==> run_1/placed.png <==
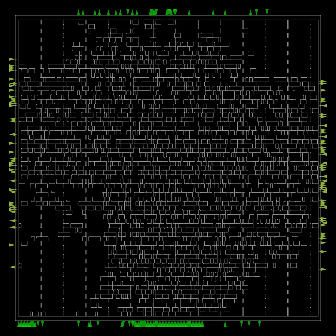
==> run_1/m2.png <==
Cells faint in the background.
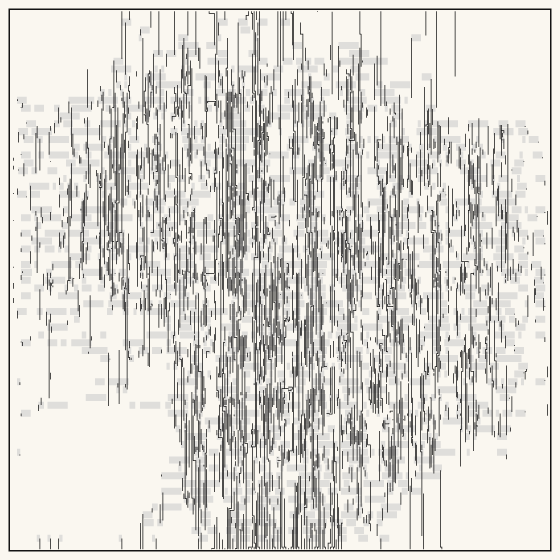
==> run_1/port_trees.png <==
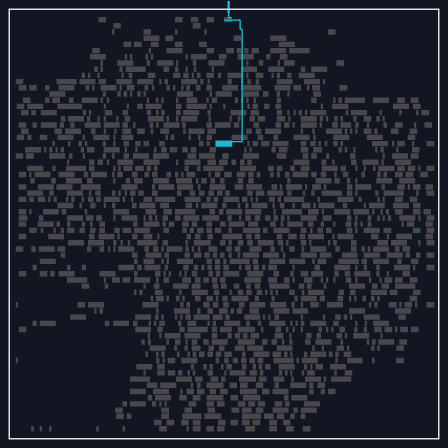
**config.mk**
```make
export PLATFORM = sky130hd
export DESIGN_NAME = gpio_multi_flat
export DESIGN_NICKNAME = d
export VERILOG_FILES = /design/src/rtl/gpio_multi_if.sv /design/src/rtl/gpio_multi.sv /design/src/flat_wrapper.sv
export SDC_FILE = /design/constraint.sdc
export NUM_CORES = 1
export LEC_CHECK = 0
export CELL_PAD_IN_SITES_DETAIL_PLACEMENT = 1
export CELL_PAD_IN_SITES_GLOBAL_PLACEMENT = 2
export CORE_MARGIN = 1.5
export CORE_UTILIZATION = 28
export DETAILED_ROUTE_END_ITERATION = 10
export HOLD_SLACK_MARGIN = 0.12
export PLACE_DENSITY = 0.85
export SLEW_MARGIN = 20
export SYNTH_ARGS = -nofsm -noshare
export SYNTH_HDL_FRONTEND = slang
export SYNTH_SLANG_ARGS = --single-unit
```
**constraint.sdc**
```tcl
create_clock -name clk_i -period 3.62 [get_ports clk_i]
set_clock_uncertainty 0.05 [all_clocks]
set_input_delay 1.086 -clock clk_i [delete_from_list [all_inputs] [get_ports clk_i]]
set_output_delay 1.086 -clock clk_i [all_outputs]
set_load 0.01 [all_outputs]
```
**src/rtl/gpio_multi_if.sv**
```systemverilog
// gpio_multi_if: Wishbone slave bundle used by the GPIO controller
interface gpio_multi_if;
  logic        wbs_cyc_i;
  logic        wbs_stb_i;
  logic        wbs_we_i;
  logic [31:0] wbs_adr_i;
  logic [31:0] wbs_dat_i;
  logic [3:0]  wbs_sel_i;
  logic        wbs_ack_o;
  logic [31:0] wbs_dat_o;
  modport master (
    output wbs_cyc_i, wbs_stb_i, wbs_we_i, wbs_adr_i, wbs_dat_i, wbs_sel_i,
    input  wbs_ack_o, wbs_dat_o
  );
  modport slave (
    input  wbs_cyc_i, wbs_stb_i, wbs_we_i, wbs_adr_i, wbs_dat_i, wbs_sel_i,
    output wbs_ack_o, wbs_dat_o
  );
endinterface

```
**src/rtl/gpio_multi.sv**
```systemverilog
// gpio_multi: Wishbone GPIO with direction, set/clear, synchronized inputs and edge interrupts
module gpio_multi #(
  parameter logic [31:0] BASE_ADDR   = 32'h3001_0000,
  parameter int          WIDTH       = 24,
  parameter int          SYNC_STAGES = 2
) (
  input  logic             clk_i,
  input  logic             rst_i,
  gpio_multi_if.slave      wb,
  input  logic [WIDTH-1:0] gpio_in,
  output logic [WIDTH-1:0] gpio_out,
  output logic [WIDTH-1:0] gpio_oeb,
  output logic             irq_o
);
  typedef logic [WIDTH-1:0] word_t;
  word_t out_q, oe_q, en_q, edge_q, stat_q, prev_q;
  word_t m, d, sync, evt, out_n, oe_n, en_n, edge_n, stat_n, rd;
  logic [SYNC_STAGES-1:0][WIDTH-1:0] sync_q;
  logic [31:0] bm;
  logic [2:0] ra;
  logic acc, wr, unused;
  assign ra = wb.wbs_adr_i[4:2];
  assign acc = wb.wbs_cyc_i & wb.wbs_stb_i & (wb.wbs_adr_i[31:5] == BASE_ADDR[31:5]) & ~wb.wbs_ack_o;
  assign wr = acc & wb.wbs_we_i;
  assign bm = {{8{wb.wbs_sel_i[3]}}, {8{wb.wbs_sel_i[2]}}, {8{wb.wbs_sel_i[1]}}, {8{wb.wbs_sel_i[0]}}};
  assign m = bm[WIDTH-1:0];
  assign d = wb.wbs_dat_i[WIDTH-1:0] & m;
  assign sync = sync_q[SYNC_STAGES-1];
  // IRQ_EDGE picks falling (1) or rising (0) per pin
  assign evt = (edge_q & ~sync & prev_q) | (~edge_q & sync & ~prev_q);
  assign gpio_out = out_q;
  assign gpio_oeb = ~oe_q;
  assign unused = ^{wb.wbs_adr_i[1:0], wb.wbs_dat_i, bm};
  always_comb begin
    out_n = (wr && ra == 3'd0) ? (out_q & ~m) | d :
            (wr && ra == 3'd3) ? out_q | d :
            (wr && ra == 3'd4) ? out_q & ~d : out_q;
    oe_n = (wr && ra == 3'd1) ? (oe_q & ~m) | d : oe_q;
    en_n = (wr && ra == 3'd5) ? (en_q & ~m) | d : en_q;
    edge_n = (wr && ra == 3'd6) ? (edge_q & ~m) | d : edge_q;
    stat_n = ((wr && ra == 3'd7) ? stat_q & ~d : stat_q) | evt;
    rd = (ra == 3'd0) ? out_q :
         (ra == 3'd1) ? oe_q :
         (ra == 3'd2) ? sync :
         (ra == 3'd5) ? en_q :
         (ra == 3'd6) ? edge_q :
         (ra == 3'd7) ? stat_q : '0;
  end
  always_ff @(posedge clk_i) begin
    if (rst_i) begin
      out_q <= '0;
      oe_q <= '0;
      en_q <= '0;
      edge_q <= '0;
      stat_q <= '0;
      prev_q <= '0;
      sync_q <= '0;
      irq_o <= 1'b0;
      wb.wbs_ack_o <= 1'b0;
      wb.wbs_dat_o <= '0;
    end else begin
      out_q <= out_n;
      oe_q <= oe_n;
      en_q <= en_n;
      edge_q <= edge_n;
      stat_q <= stat_n;
      prev_q <= sync;
      sync_q <= {sync_q[SYNC_STAGES-2:0], gpio_in};
      // irq follows the post-update state so it tracks STAT/EN in the same cycle
      irq_o <= |(stat_n & en_n);
      wb.wbs_ack_o <= acc;
      if (acc && !wb.wbs_we_i) wb.wbs_dat_o <= 32'(rd);
    end
  end
endmodule

```
**src/flat_wrapper.sv**
```systemverilog
// flat-port wrapper written by rule: the top's interface ports become plain ports
module gpio_multi_flat 
#(
  parameter logic [31:0] BASE_ADDR   = 32'h3001_0000,
  parameter int          WIDTH       = 24,
  parameter int          SYNC_STAGES = 2
)
  (clk_i, rst_i, gpio_in, gpio_out, gpio_oeb, irq_o, wb_wbs_cyc_i, wb_wbs_stb_i, wb_wbs_we_i, wb_wbs_adr_i, wb_wbs_dat_i, wb_wbs_sel_i, wb_wbs_ack_o, wb_wbs_dat_o);
  gpio_multi_if wb_i ();
  input  logic clk_i;
  input  logic rst_i;
  input  logic [WIDTH-1:0] gpio_in;
  output logic [WIDTH-1:0] gpio_out;
  output logic [WIDTH-1:0] gpio_oeb;
  output logic irq_o;
  input wire logic [$bits(wb_i.wbs_cyc_i)-1:0] wb_wbs_cyc_i;
  input wire logic [$bits(wb_i.wbs_stb_i)-1:0] wb_wbs_stb_i;
  input wire logic [$bits(wb_i.wbs_we_i)-1:0] wb_wbs_we_i;
  input wire logic [$bits(wb_i.wbs_adr_i)-1:0] wb_wbs_adr_i;
  input wire logic [$bits(wb_i.wbs_dat_i)-1:0] wb_wbs_dat_i;
  input wire logic [$bits(wb_i.wbs_sel_i)-1:0] wb_wbs_sel_i;
  output wire logic [$bits(wb_i.wbs_ack_o)-1:0] wb_wbs_ack_o;
  output wire logic [$bits(wb_i.wbs_dat_o)-1:0] wb_wbs_dat_o;
  assign wb_i.wbs_cyc_i = wb_wbs_cyc_i;
  assign wb_i.wbs_stb_i = wb_wbs_stb_i;
  assign wb_i.wbs_we_i = wb_wbs_we_i;
  assign wb_i.wbs_adr_i = wb_wbs_adr_i;
  assign wb_i.wbs_dat_i = wb_wbs_dat_i;
  assign wb_i.wbs_sel_i = wb_wbs_sel_i;
  assign wb_wbs_ack_o = wb_i.wbs_ack_o;
  assign wb_wbs_dat_o = wb_i.wbs_dat_o;
  gpio_multi #(.BASE_ADDR(BASE_ADDR), .WIDTH(WIDTH), .SYNC_STAGES(SYNC_STAGES)) u_core (.clk_i(clk_i), .rst_i(rst_i), .wb(wb_i), .gpio_in(gpio_in), .gpio_out(gpio_out), .gpio_oeb(gpio_oeb), .irq_o(irq_o));
endmodule
```
==> out/summary.log, run 1 <==
qor: timing.post-route-min-period 3560 ps
qor: cts.tritoncts yes
qor: synth.synth.cellmix.simpleShare 23.5%
qor: synth.synth_warnings 0
qor: cts.clock_sinks 218
qor: placed_design.pre_cts_ws -569 ps
qor: worst_setup_path.reg2reg_depth 8
qor: worst_setup_path.setup.worst_path.end_class flip-flop
qor: placed_design.portBuffers 159
qor: global_routing.globalRouteMet1Util 24.7%
qor: pwr.top_power_group clock
qor: cts.postCtsSetupBuffers 2
qor: outcome.run_status complete, no violations
qor: routing.drt_met1_wl 15.6 mm
qor: placed_design.place_congestion 0.817
qor: pwr.power_combinational 402 uW
qor: synth.area_leaders dfxtp_1 (46%), nor2_1 (5.7%), nand2_1 (5.4%)
qor: min_path.worst_hold_path.endpoint u_core.sync[12]
qor: cts.numCtsBuffers 25
qor: synth.yosys-top-cells-count dfxtp_1 (218), nor2_1 (146), nand2_1 (137), a21oi_1 (92), nor2b_1 (75)
qor: worst_setup_path.worst_ep_required_time 3980 ps
qor: min_path.worstHoldPathType flip-flop to flip-flop
qor: worst_setup_path.reg2reg_from u_core.wb.wbs_ack_o
qor: timing.final.period_utilization 98.4%
qor: global_routing.grt_pass1_vias 9151
qor: synth.cell_type_with_the_largest_total_area_after_synthesis dfxtp_1
qor: pwr.peakVddDrop 0.000286 V
qor: global_routing.grt_max_degree 101
qor: cts.worstSkewPairLatency 520 ps
qor: worst_setup_path.timing.critical_path.from_type input pin
qor: synth.async_flop_share 0%
qor: cells_and_area.finish.net_count 1417
qor: synth.ys.flops 218
qor: routing.routed-via-count 8779
qor: cells_and_area.multiInputCombCellCount 789
qor: timing.timing_worst_slew_pin_value 782 ps
qor: timing.setup_ws 57.2 ps
qor: timing.headroom_to_the_max_slew_limit 47.8%
qor: worst_setup_path.critPathMaxStageDelay 440 ps
qor: synth.postSynthAreaPerCell 8.64 sq um
qor: global_routing.top_usage_layer met2
qor: synth.synth-xor-area-share 0%
qor: synth.synth_area 9560 sq um
qor: synth.synth_dominant_cell_count dfxtp_1
qor: die.die_x 188 microns
qor: pwr.total_switching_power 1.25 mW
qor: cells_and_area.lay_top_cells dfxtp_1 (218), clkdlybuf4s50_1 (153), nor2_1 (146), nand2_1 (137), a21oi_1 (92)
qor: placed_design.dpl.hpwl 23.2 mm
-- placed.png (at the start) --
non-filler cells, final: 1784
count of fill cells added during filler insertion: 3879
number of placement rows: 67
Placeable Area: 33600 sq um
fraction of area in registers: 33.1%

-- m2.png (at the start) --
longest straight run: 71.6 microns
nets with wire on the layer: 1221
wire length on this layer: 15100 microns

-- port_trees.png (at the start) --
legend:
  `irq_o`:
    colour: cyan
    bits: 1
    direction: output
    edge: north
    end_cells: 1
    buffers: 1
    wire: 70.1 microns

## Run 2: what changed since run 1
--- a/config.mk
+++ b/config.mk
@@ -7,7 +7,7 @@
 export LEC_CHECK = 0
 export CELL_PAD_IN_SITES_DETAIL_PLACEMENT = 1
 export CELL_PAD_IN_SITES_GLOBAL_PLACEMENT = 2
-export CORE_MARGIN = 1.5
+export CORE_MARGIN = 2
 export CORE_UTILIZATION = 28
 export DETAILED_ROUTE_END_ITERATION = 10
 export HOLD_SLACK_MARGIN = 0.12
==> out/summary.log, run 2 <==
qor: routing.routed-via-count 8828
qor: cells_and_area.finish.cell_count_without_fillers 1791
qor: placed_design.pre_cts_ws -597 ps
qor: placed_design.placedInstanceArea 12300 sq um
qor: synth.postSynthAreaPerCell 8.64 sq um
qor: cells_and_area.lay_top_cells dfxtp_1 (218), clkdlybuf4s50_1 (155), nor2_1 (146), nand2_1 (137)
qor: timing.timing_worst_slew_pin_value 729 ps
qor: cts.numCtsBuffers 25
qor: synth.synth-xor-area-share 0%
qor: synth.synth_dominant_cell_count dfxtp_1
qor: cts.postCtsSetupBuffers 0
qor: global_routing.top_usage_layer met2
qor: worst_setup_path.reg2reg_from u_core.wb.wbs_ack_o
qor: cts.worstSkewPairLatency 530 ps
qor: pwr.peakVddDrop 0.000299 V
qor: cts.cts.path.max_buffers 3
qor: worst_setup_path.worst_ep_required_time 3990 ps
qor: global_routing.grt_pass1_vias 9020
qor: cells_and_area.final.fill_count 3864
qor: placed_design.place_congestion 0.817
qor: global_routing.globalRouteMet1Util 24.6%
qor: worst_setup_path.reg2reg_depth 10
qor: synth.synth_warnings 0
qor: pwr.power_combinational 402 uW
qor: synth.sequential_cell_area_fraction_in_the_yosys_report 45.6%
qor: cells_and_area.fraction_of_area_in_registers 32.9%
qor: timing.setup_ws 42.4 ps
qor: synth.synth.cellmix.simpleShare 23.5%
qor: outcome.run_status complete, no violations
qor: timing.headroom_to_the_max_slew_limit 51.3%
qor: die.core_area 33600 sq um
qor: die.die_x 189 microns
qor: cells_and_area.multiInputCombCellCount 790
qor: die.row_count 67
qor: cts.tritoncts yes
qor: synth.area_leaders dfxtp_1 (46%), nor2_1 (5.7%), nand2_1 (5.4%)
qor: min_path.worstHoldPathType flip-flop to flip-flop
qor: global_routing.grt_max_degree 91
qor: placed_design.dpl.hpwl 23.4 mm
qor: worst_setup_path.timing.critical_path.from_type input pin
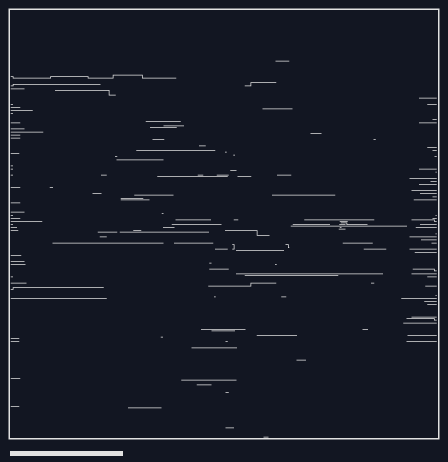
(run_2/m3.png)
Scale bar: 50 microns.
nets with wire on the layer: 119
main direction: horizontal

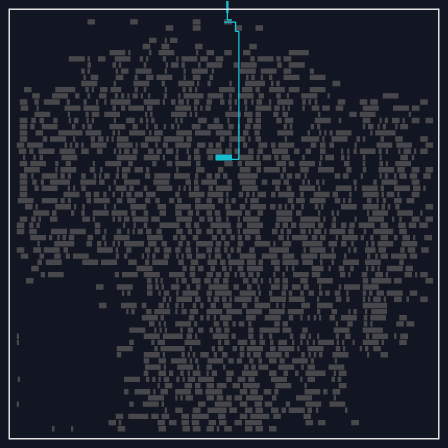
(run_2/port_trees.png)
IO buf count: 159
Boundary Pins: 179

## Run 3: what changed since run 2
--- a/config.mk
+++ b/config.mk
@@ -12,6 +12,7 @@
 export DETAILED_ROUTE_END_ITERATION = 10
 export HOLD_SLACK_MARGIN = 0.12
 export PLACE_DENSITY = 0.85
+export SKIP_LAST_GASP = 1
 export SLEW_MARGIN = 20
 export SYNTH_ARGS = -nofsm -noshare
 export SYNTH_HDL_FRONTEND = slang
==> out/summary.log, run 3 <==
qor: outcome.run_status complete, no violations
qor: cts.tritoncts yes
qor: routing.routed-via-count 8811
qor: synth.yosys-top-cells-count dfxtp_1 (218), nor2_1 (146), nand2_1 (137), a21oi_1 (92), nor2b_1 (75)
qor: cts.worstSkewPairLatency 530 ps
qor: synth.flip_flops_with_a_built_in_enable 0
qor: cells_and_area.multiInputCombCellCount 790
qor: cells_and_area.lay_top_cells dfxtp_1 (218), clkdlybuf4s50_1 (155), nor2_1 (146), nand2_1 (137)
qor: worst_setup_path.critical_path_class input pin to flip-flop
qor: cells_and_area.finish.cell_count_without_fillers 1791
qor: timing.timing_worst_slew_pin_value 714 ps
qor: pwr.clock_power_share 48.0%
qor: placed_design.pre_cts_ws -597 ps
qor: global_routing.grt_pass1_vias 9020
qor: synth.area_leaders dfxtp_1 (46%), nor2_1 (5.7%), nand2_1 (5.4%)
qor: cts.clock_sinks 218
qor: global_routing.grt_pass1_wl 51.9 mm
qor: synth.synth-xor-area-share 0%
qor: pwr.total_switching_power 1.28 mW
qor: worst_setup_path.reg2reg_depth 10
qor: worst_setup_path.timing.critical_path.depth 11
qor: placed_design.place_congestion 0.817
qor: worst_setup_path.setup.worst_path.end_class flip-flop
qor: placed_design.dpl.hpwl 23.4 mm
qor: cells_and_area.finish.net_count 1422
qor: cts.postCtsSetupBuffers 0
qor: timing.setup_ws 40.9 ps
qor: cells_and_area.combinational_fraction_of_the_cell_area 36.8%
qor: placed_design.placedInstanceArea 12300 sq um
qor: worst_setup_path.critPathMaxStageDelay 450 ps
qor: cts.worst_setup_hold_path_clk_slew 60 ps
qor: pwr.peakVddDrop 0.000300 V
qor: synth.synth_warnings 0
qor: min_path.startpoint_of_the_most_critical_hold_path u_core.sync_q[13]
qor: global_routing.grt_max_degree 91
qor: global_routing.groute.layer.met2.usage 31.0%
qor: die.row_count 67
qor: synth.cell_type_with_the_largest_total_area_after_synthesis dfxtp_1
qor: worst_setup_path.r2r-end u_core.irq_o
qor: routing.drt_met1_wl 15.3 mm
qor: worst_setup_path.timing.critical_path.from_type input pin
qor: global_routing.globalRouteMet1Util 24.6%
qor: worst_setup_path.reg2reg_from u_core.wb.wbs_ack_o
qor: cells_and_area.fraction_of_area_in_registers 32.9%
qor: worst_setup_path.worst_ep_required_time 3990 ps
qor: pwr.power_combinational 401 uW
qor: timing.final.period_utilization 98.9%
qor: pwr.top_power_group clock
qor: placed_design.portBuffers 159
qor: global_routing.top_usage_layer met2
qor: synth.postSynthAreaPerCell 8.64 sq um
qor: cts.cts.path.max_buffers 3
qor: die.die_x 189 microns
qor: timing.post-route-min-period 3580 ps
qor: synth.synth_dominant_cell_count dfxtp_1
qor: cells_and_area.number_of_non_clock_buffers_in_the_layout 262
qor: min_path.worst_hold_path.endpoint u_core.sync[13]
qor: synth.synth_area 9560 sq um
qor: die.ioPinCount 179
qor: cts.numCtsBuffers 25
qor: timing.headroom_to_the_max_slew_limit 52.3%
qor: synth.sequential_cell_area_fraction_in_the_yosys_report 45.6%
qor: synth.async_flop_share 0%
qor: synth.synth.cellmix.simpleShare 23.5%
qor: cells_and_area.layout.non_clock_inverters 28
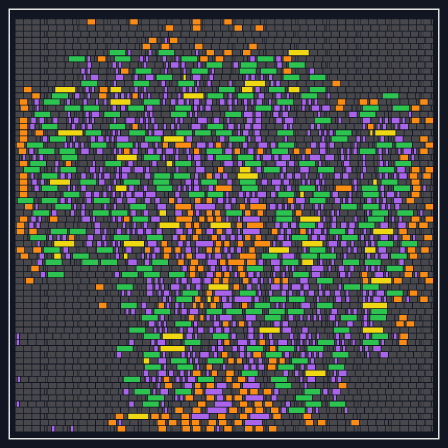
(run_3/class_map.png)
Fill, decap, tap and diode cells in grey.
legend:
  clock drivers and dummy loads:
    colour: yellow
    cells: 45
    share_of_their_area: 6.9%
  remaining logic cells:
    colour: purple
    cells: 818
    share_of_their_area: 39%
  registers:
    colour: green
    cells: 218
    share_of_their_area: 34%
  remaining buffers and delay cells:
    colour: orange
    cells: 262
    share_of_their_area: 20%

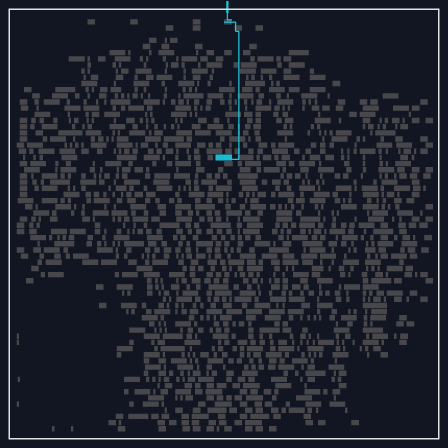
(run_3/port_trees.png)
legend:
  `irq_o`:
    colour: cyan
    bits: 1
    direction: output
    edge: north
    end_cells: 1
    buffers: 1
    wire: 76.1 microns

Power figures rest on the tool's default switching activity, not on a simulated workload.
